`src/rtl/lc3_fetch_pkg.sv`:
```
// lc3_fetch_pkg
//   Shared types and constants for the LC3 instruction-fetch sequencer.
//   fetch_state_e : sequencer states (IDLE, REQ, DRAIN)
//   fetch_entry_t : one prefetched word plus the address it came from
//   LC3_RESET_PC  : default first fetch address after reset
package lc3_fetch_pkg;

  typedef enum logic [1:0] {
    IDLE  = 2'd0,
    REQ   = 2'd1,
    DRAIN = 2'd2
  } fetch_state_e;

  typedef struct packed {
    logic [15:0] pc;
    logic [15:0] instr;
  } fetch_entry_t;

  localparam logic [15:0] LC3_RESET_PC = 16'h3000;

endpackage

```
`src/rtl/lc3_fetch_fifo.sv`:
```
// lc3_fetch_fifo
//   Synchronous prefetch FIFO of fetch_entry_t.  Flush empties the FIFO and
//   overrides any push or pop in the same cycle.  A push into a full FIFO is
//   only accepted when a pop happens in the same cycle.
// Ports
//   clock, reset        clock, synchronous active-high reset
//   push, push_data     write request and entry
//   pop                 remove head entry (ignored when empty)
//   flush               discard all entries
//   head                oldest entry (only meaningful when !empty)
//   count, full, empty  occupancy
import lc3_fetch_pkg::*;

module lc3_fetch_fifo #(
  parameter int DEPTH = 2
) (
  input  logic                     clock,
  input  logic                     reset,
  input  logic                     push,
  input  fetch_entry_t             push_data,
  input  logic                     pop,
  input  logic                     flush,
  output fetch_entry_t             head,
  output logic [$clog2(DEPTH):0]   count,
  output logic                     full,
  output logic                     empty
);

  localparam int AW = $clog2(DEPTH);
  localparam int CW = AW + 1;

  fetch_entry_t    mem_q [DEPTH];
  fetch_entry_t    mem_d [DEPTH];
  logic [AW-1:0]   rd_ptr_q, rd_ptr_d;
  logic [AW-1:0]   wr_ptr_q, wr_ptr_d;
  logic [CW-1:0]   count_q, count_d;
  logic            do_push, do_pop;

  assign full  = (count_q == CW'(DEPTH));
  assign empty = (count_q == '0);
  assign count = count_q;
  assign head  = mem_q[rd_ptr_q];

  assign do_pop  = pop && !empty && !flush;
  assign do_push = push && (!full || do_pop) && !flush;

  always_comb begin
    mem_d    = mem_q;
    rd_ptr_d = rd_ptr_q;
    wr_ptr_d = wr_ptr_q;
    count_d  = count_q;
    if (flush) begin
      rd_ptr_d = '0;
      wr_ptr_d = '0;
      count_d  = '0;
    end else begin
      if (do_push) begin
        mem_d[wr_ptr_q] = push_data;
        wr_ptr_d        = wr_ptr_q + AW'(1);
      end
      if (do_pop) begin
        rd_ptr_d = rd_ptr_q + AW'(1);
      end
      case ({do_push, do_pop})
        2'b10:   count_d = count_q + CW'(1);
        2'b01:   count_d = count_q - CW'(1);
        default: count_d = count_q;
      endcase
    end
  end

  always_ff @(posedge clock) begin
    if (reset) begin
      for (int i = 0; i < DEPTH; i++) mem_q[i] <= '0;
      rd_ptr_q <= '0;
      wr_ptr_q <= '0;
      count_q  <= '0;
    end else begin
      mem_q    <= mem_d;
      rd_ptr_q <= rd_ptr_d;
      wr_ptr_q <= wr_ptr_d;
      count_q  <= count_d;
    end
  end

endmodule

```
`src/rtl/lc3_fetch_ctrl.sv`:
```
// lc3_fetch_ctrl
//   Instruction-fetch sequencer between the LC3 core and instruction memory.
//   Issues one request at a time, buffers returned words in a prefetch FIFO
//   and handles branch redirects (flush + drain of an in-flight fetch).
//   Optional feature macro: FETCH_TIMEOUT_EN (sticky fetch_err on a stalled
//   request; without it fetch_err is tied low).
// Ports
//   clock, reset                 clock, synchronous active-high reset
//   PC, instrmem_rd              registered fetch address / request
//   instr_dout, complete_instr   memory response data / strobe
//   br_taken, br_target          redirect strobe / address
//   decode_ready                 decode consumes the head entry
//   instr_valid, instr           FIFO head valid / word
//   instr_pc, npc                head address / head address + 1
//   fetch_err                    sticky timeout flag
//
// state | meaning
// IDLE  | no request outstanding (FIFO full or just reset)
// REQ   | request at PC outstanding; response is pushed to the FIFO
// DRAIN | redirect arrived mid-fetch; wait for and drop the stale response
import lc3_fetch_pkg::*;

module lc3_fetch_ctrl #(
  parameter logic [15:0] RESET_PC   = LC3_RESET_PC,
  parameter int          FIFO_DEPTH = 2
`ifdef FETCH_TIMEOUT_EN
  // Only present when the timeout feature is built in.
  , parameter int        TIMEOUT_CYCLES = 64
`endif
) (
  input  logic        clock,
  input  logic        reset,
  output logic [15:0] PC,
  output logic        instrmem_rd,
  input  logic [15:0] instr_dout,
  input  logic        complete_instr,
  input  logic        br_taken,
  input  logic [15:0] br_target,
  input  logic        decode_ready,
  output logic        instr_valid,
  output logic [15:0] instr,
  output logic [15:0] instr_pc,
  output logic [15:0] npc,
  output logic        fetch_err
);

  localparam int CW = $clog2(FIFO_DEPTH) + 1;

  fetch_state_e   state_q, state_d;
  logic [15:0]    pc_q, pc_d;
  logic [15:0]    tgt_q, tgt_d;
  logic           rd_q, rd_d;

  logic           fifo_push, fifo_pop, fifo_full, fifo_empty;
  logic [CW-1:0]  fifo_count, occ_push;
  fetch_entry_t   fifo_head, push_entry;

  assign push_entry = '{pc: pc_q, instr: instr_dout};
  assign fifo_pop   = !fifo_empty && decode_ready;
  // Occupancy after a push this cycle, counting a same-cycle pop.
  assign occ_push   = fifo_count + CW'(1) - CW'(fifo_pop);

  lc3_fetch_fifo #(.DEPTH(FIFO_DEPTH)) u_fifo (
    .clock     (clock),
    .reset     (reset),
    .push      (fifo_push),
    .push_data (push_entry),
    .pop       (fifo_pop),
    .flush     (br_taken),
    .head      (fifo_head),
    .count     (fifo_count),
    .full      (fifo_full),
    .empty     (fifo_empty)
  );

  always_comb begin
    state_d   = state_q;
    pc_d      = pc_q;
    tgt_d     = tgt_q;
    rd_d      = rd_q;
    fifo_push = 1'b0;
    case (state_q)
      IDLE: begin
        // Late responses from an abandoned request are ignored here.
        if (br_taken) begin
          pc_d    = br_target;
          state_d = REQ;
          rd_d    = 1'b1;
        end else if (!fifo_full || fifo_pop) begin
          state_d = REQ;
          rd_d    = 1'b1;
        end
      end
      REQ: begin
        if (br_taken) begin
          if (complete_instr) begin
            pc_d = br_target;
          end else begin
            tgt_d   = br_target;
            state_d = DRAIN;
          end
        end else if (complete_instr) begin
          fifo_push = 1'b1;
          pc_d      = pc_q + 16'd1;
          if (occ_push >= CW'(FIFO_DEPTH)) begin
            state_d = IDLE;
            rd_d    = 1'b0;
          end
        end
      end
      DRAIN: begin
        if (complete_instr) begin
          pc_d    = br_taken ? br_target : tgt_q;
          state_d = REQ;
        end else if (br_taken) begin
          tgt_d = br_target;
        end
      end
      default: begin
        state_d = IDLE;
        rd_d    = 1'b0;
      end
    endcase
  end

  always_ff @(posedge clock) begin
    if (reset) begin
      state_q <= IDLE;
      pc_q    <= RESET_PC;
      tgt_q   <= '0;
      rd_q    <= 1'b0;
    end else begin
      state_q <= state_d;
      pc_q    <= pc_d;
      tgt_q   <= tgt_d;
      rd_q    <= rd_d;
    end
  end

  assign PC          = pc_q;
  assign instrmem_rd = rd_q;
  assign instr_valid = !fifo_empty;
  assign instr       = fifo_empty ? 16'h0000 : fifo_head.instr;
  assign instr_pc    = fifo_empty ? 16'h0000 : fifo_head.pc;
  assign npc         = fifo_empty ? 16'h0000 : fifo_head.pc + 16'd1;

`ifdef FETCH_TIMEOUT_EN
  localparam int TW = $clog2(TIMEOUT_CYCLES + 1);

  logic [TW-1:0] tmo_q, tmo_d;
  logic          err_q, err_d;
  logic          waiting;

  // Down-counter reloaded whenever no request is stalled; the terminal
  // count sets the sticky flag while the fetch keeps waiting.
  always_comb begin
    waiting = (state_q != IDLE) && !complete_instr;
    tmo_d   = TW'(TIMEOUT_CYCLES);
    err_d   = err_q;
    if (waiting) begin
      tmo_d = (tmo_q != '0) ? tmo_q - TW'(1) : '0;
      if (tmo_q == TW'(1)) err_d = 1'b1;
    end
  end

  always_ff @(posedge clock) begin
    if (reset) begin
      tmo_q <= TW'(TIMEOUT_CYCLES);
      err_q <= 1'b0;
    end else begin
      tmo_q <= tmo_d;
      err_q <= err_d;
    end
  end

  assign fetch_err = err_q;
`else
  assign fetch_err = 1'b0;
`endif

endmodule

```
`config.mk`:
```
export PLATFORM = sky130hd
export DESIGN_NAME = lc3_fetch_ctrl
export DESIGN_NICKNAME = d
export VERILOG_FILES = /design/src/rtl/lc3_fetch_pkg.sv /design/src/rtl/lc3_fetch_fifo.sv /design/src/rtl/lc3_fetch_ctrl.sv
export SDC_FILE = /design/constraint.sdc
export NUM_CORES = 1
export LEC_CHECK = 0
export ABC_AREA = 1
export CAP_MARGIN = 40
export CORE_MARGIN = 2
export CORE_UTILIZATION = 41
export CTS_CLUSTER_DIAMETER = 100
export DETAILED_ROUTE_END_ITERATION = 8
export MAX_ROUTING_LAYER = met4
export PLACE_DENSITY = 0.69
export REMOVE_ABC_BUFFERS = 1
export SKIP_LAST_GASP = 1
export SYNTH_ARGS = -nofsm -noshare
export SYNTH_HDL_FRONTEND = slang
export SYNTH_SLANG_ARGS = --single-unit
```
`constraint.sdc`:
```
create_clock -name clock -period 2.8 [get_ports clock]
set_clock_uncertainty 0.15 [all_clocks]
set_input_delay 0.56 -clock clock [delete_from_list [all_inputs] [get_ports clock]]
set_output_delay 0.56 -clock clock [all_outputs]
set_load 0.03 [all_outputs]
```
Figure 1. Register map, names as in the netlist.
(4 px per um) Other sequential cells in the stronger grey, the rest of the logic in the fainter grey.
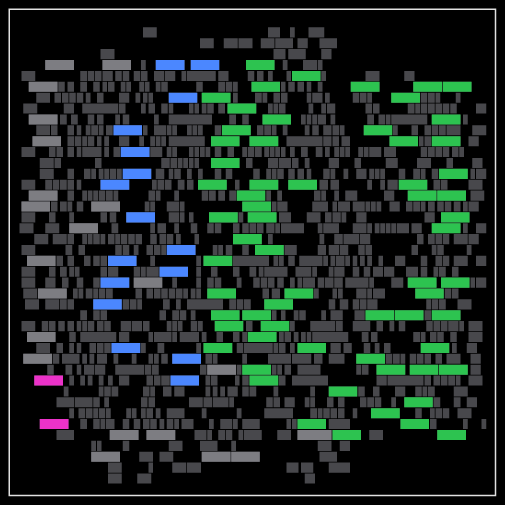
colour	signal	flops
magenta	state_q	2
green	u_fifo.mem_q	64
blue	PC	16
not coloured	21
Seq group: 1.86 mW
fin util: 0.550
Register Area: 0.00207 mm2
flop share of the area: 0.281

Figure 2. Routing congestion.
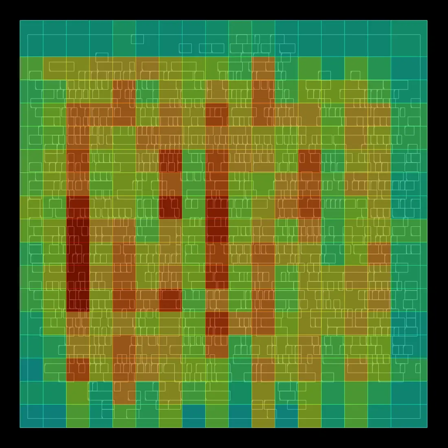
gr busiest metal: met2
wire per inst: 13.6 um

Figure 3. A small window of the routed layout.
Window x 81 to 101, y 20 to 40 um. Cells in grey, sequential cells in the stronger grey; small squares are vias.
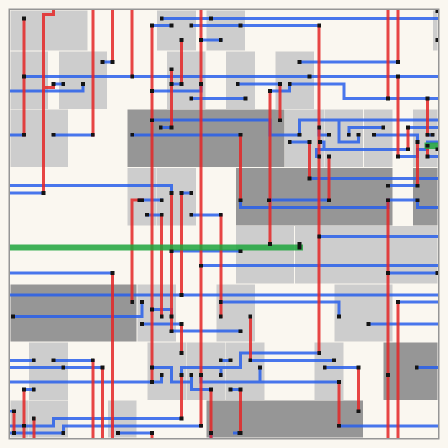
colour	layer
blue	met1
green	met3
red	met2
cells with their middle in the window	30
sequential cells in the window	4
netlist names of flops here include	u_fifo.mem_q (4)
most frequent	o21ai_0 (7), a21oi_1 (7), inv_1 (5)

## worst max-delay path: cells and delay by family (launching register included)
kind	cells	cell delay (ps)
buf+inv	2	380
flops	1	390
compound gates	3	440
simple gates	4	470
## metal layers
| layer | up-vias | global-route usage |
|---|---|---|
| li1 | 3034 | - |
| met1 | 2552 | 0.287 |
| met2 | 162 | 0.337 |
| met3 | 12 | 0.0446 |
| met4 | 0 | 0.0546 |
| met5 | - | - |
## cell usage in the layout, fill, tap and decap left out, types with 2 or more instances in the layout
cell type and instances:
nand4_1 7, inv_4 2, inv_2 5, nand3_2 2, nor2_4 4, buf_8 2, clkinv_2 2, dfxtp_1 102
and2_1 2, ha_1 9, inv_1 101, clkbuf_8 3, xnor2_1 3, nor2_2 9, o21ai_4 5, nand2_2 6
a21oi_1 161, clkdlybuf4s50_1 54, nor2_1 89, o21ai_1 10, nand3_1 20, a211oi_1 2, o21ai_0 147, xor2_1 7
buf_4 57, nand3b_1 2, o21ai_2 4, nand2_1 102, dlymetal6s2s_1 5, buf_6 3, clkbuf_16 9, buf_12 4
dlygate4sd2_1 12
## stage by stage
stage	cells	setup WS, ps	instance area, um2	hold WS [ps]
global placement	1112	155	6800	278
floorplan	810	-680	5400	272
detailed placement	1112	104	6800	281
global route	1139	-66.7	7350	312
CTS	1130	-54.0	7130	291
finish	1139	56.3	7350	290
## layout make-up
type / count / area (um2) / area share
clock buffer: 13 / 270 / 0.0368
clock inverter: 3 / 40.0 / 0.00545
inverter: 109 / 414 / 0.0564
multi-input combinational: 598 / 3060 / 0.416
sequential: 103 / 2070 / 0.281
tap: 176 / 220 / 0.0300
timing repair buffer: 137 / 1280 / 0.174
==> metrics.cfg <==
[place]
gp_congestion=0.916
dp_hpwl_mm=11.0

[run]
drv_cap=0
warnings=31

[logic_synthesis]
ys_seq_frac=0.366
ys_sh_adder=0.0222
synth_flops=103
synth_cell_types=30
common_cells=a21oi_1, o21ai_0, nand2_1
area_leaders=dfxtp_1, a21oi_1, o21ai_0
ff_type=dfxtp_1
async_flop_share=0
ys_sh_simple=0.183
syn_area_mm2=0.00563
yosys_warnings=0
topCombFamilyByArea=AND-OR/OR-AND gates
ys_area_mm2=0.00563
syn_area_per_cell_um2=6.53
compound_area_frac=0.298
edf_count=0
ys_cells=862
largest_area_cell=dfxtp_1
synth_cells=862
synth_xor_xnor_area_share=0.0156

[routing]
drtIter0Drc=285
ant_nets=0
wirelength_mm=15.5
vias=5760
route.met3.wl_um=855
top_layer_used=met4
route.met2.wl_mm=7.02
drt-met1-wl_mm=7.40
dr.pass1.iters=5
via_per_inst=5.06
drcViolationCount=0

[final_timing]
clock.fmax_mhz=364
tns_ps=0
rsz0062_at_grt=yes
timing.final.crit_period_ps=2740
final-max-slew-violation-count=0
setup_violations=0
worst_slew_pin_slew_ps=723
slew_headroom=0.517
period_used_share=0.980

[setup_path]
critPathMaxFanout=15
worstPathRequired_ps=2090
cp_cell_sequence=buf_8, nand2_1, o21ai_0, nor2_2, nand2_1, nor2_4, o21ai_0, a21oi_1, buf_4
crit_path_max_incr_delay_ps=390
critPathCapture=npc[7]
arrival_ps=2030
crit_type=reg -> out
end_kind=output pin
startpoint=u_fifo.rd_ptr_q$_SDFFE_PP0P_
reg2reg_slack_ps=520
r2r-start=u_fifo.count[0]$_SDFFE_PP0P_
r2r_cells=10
r2r_end=u_fifo.mem_q[9]$_SDFFE_PP0P_
cpMaxStageDelayCell=dfxtp_4
start_kind=register

[power]
ir_drop_mv=0.441
top_power_group=registers
pwr-share-comb=0.329
p_comb_mw=1.55
p_leak_nw=2.97
p_int_mw=3.01
pwr-share-clk=0.276
power_density_mw_per_mm2=642
power_mw=4.71
pg_clk_mw=1.30

[floorplan]
placementRows=42
io_pins=104
fp_util=0.422
core_mm2=0.0133
die_area_mm2=0.0147
die_height_um=121
dieWidth_um=121

[cts]
h-tree-depth=3
clock_path_buffers=2
cts_sinks=103
cts-buffers-inserted=9
cts_root_buffer=clkbuf_16
post_cts_buffers=2
path_clk_slew_ps=60
hold_buffers=0

[layout]
top_register=u_fifo.mem_q
largest_reg_flops=64
n_antenna_cell=0
drive_gt1_frac=0.128
syn_to_final_growth_pct=30.4
fillers=1335
nets=1005

[grt]
grt_pass1_wl_mm=24.9
antenna_found_initial=0
track_usage=0.216
grt_pass1_vias=5077
overflow=0

[hold_path]
whs_path_depth=2
hold_path.class=reg -> reg
min_from=u_fifo.mem_q[37]$_SDFFE_PP0P_
hold-path-endpoint=u_fifo.mem_q[37]$_SDFFE_PP0P_

[run_status]
status=finished clean

No activity file was given, so power comes from the tool's default toggle rates.
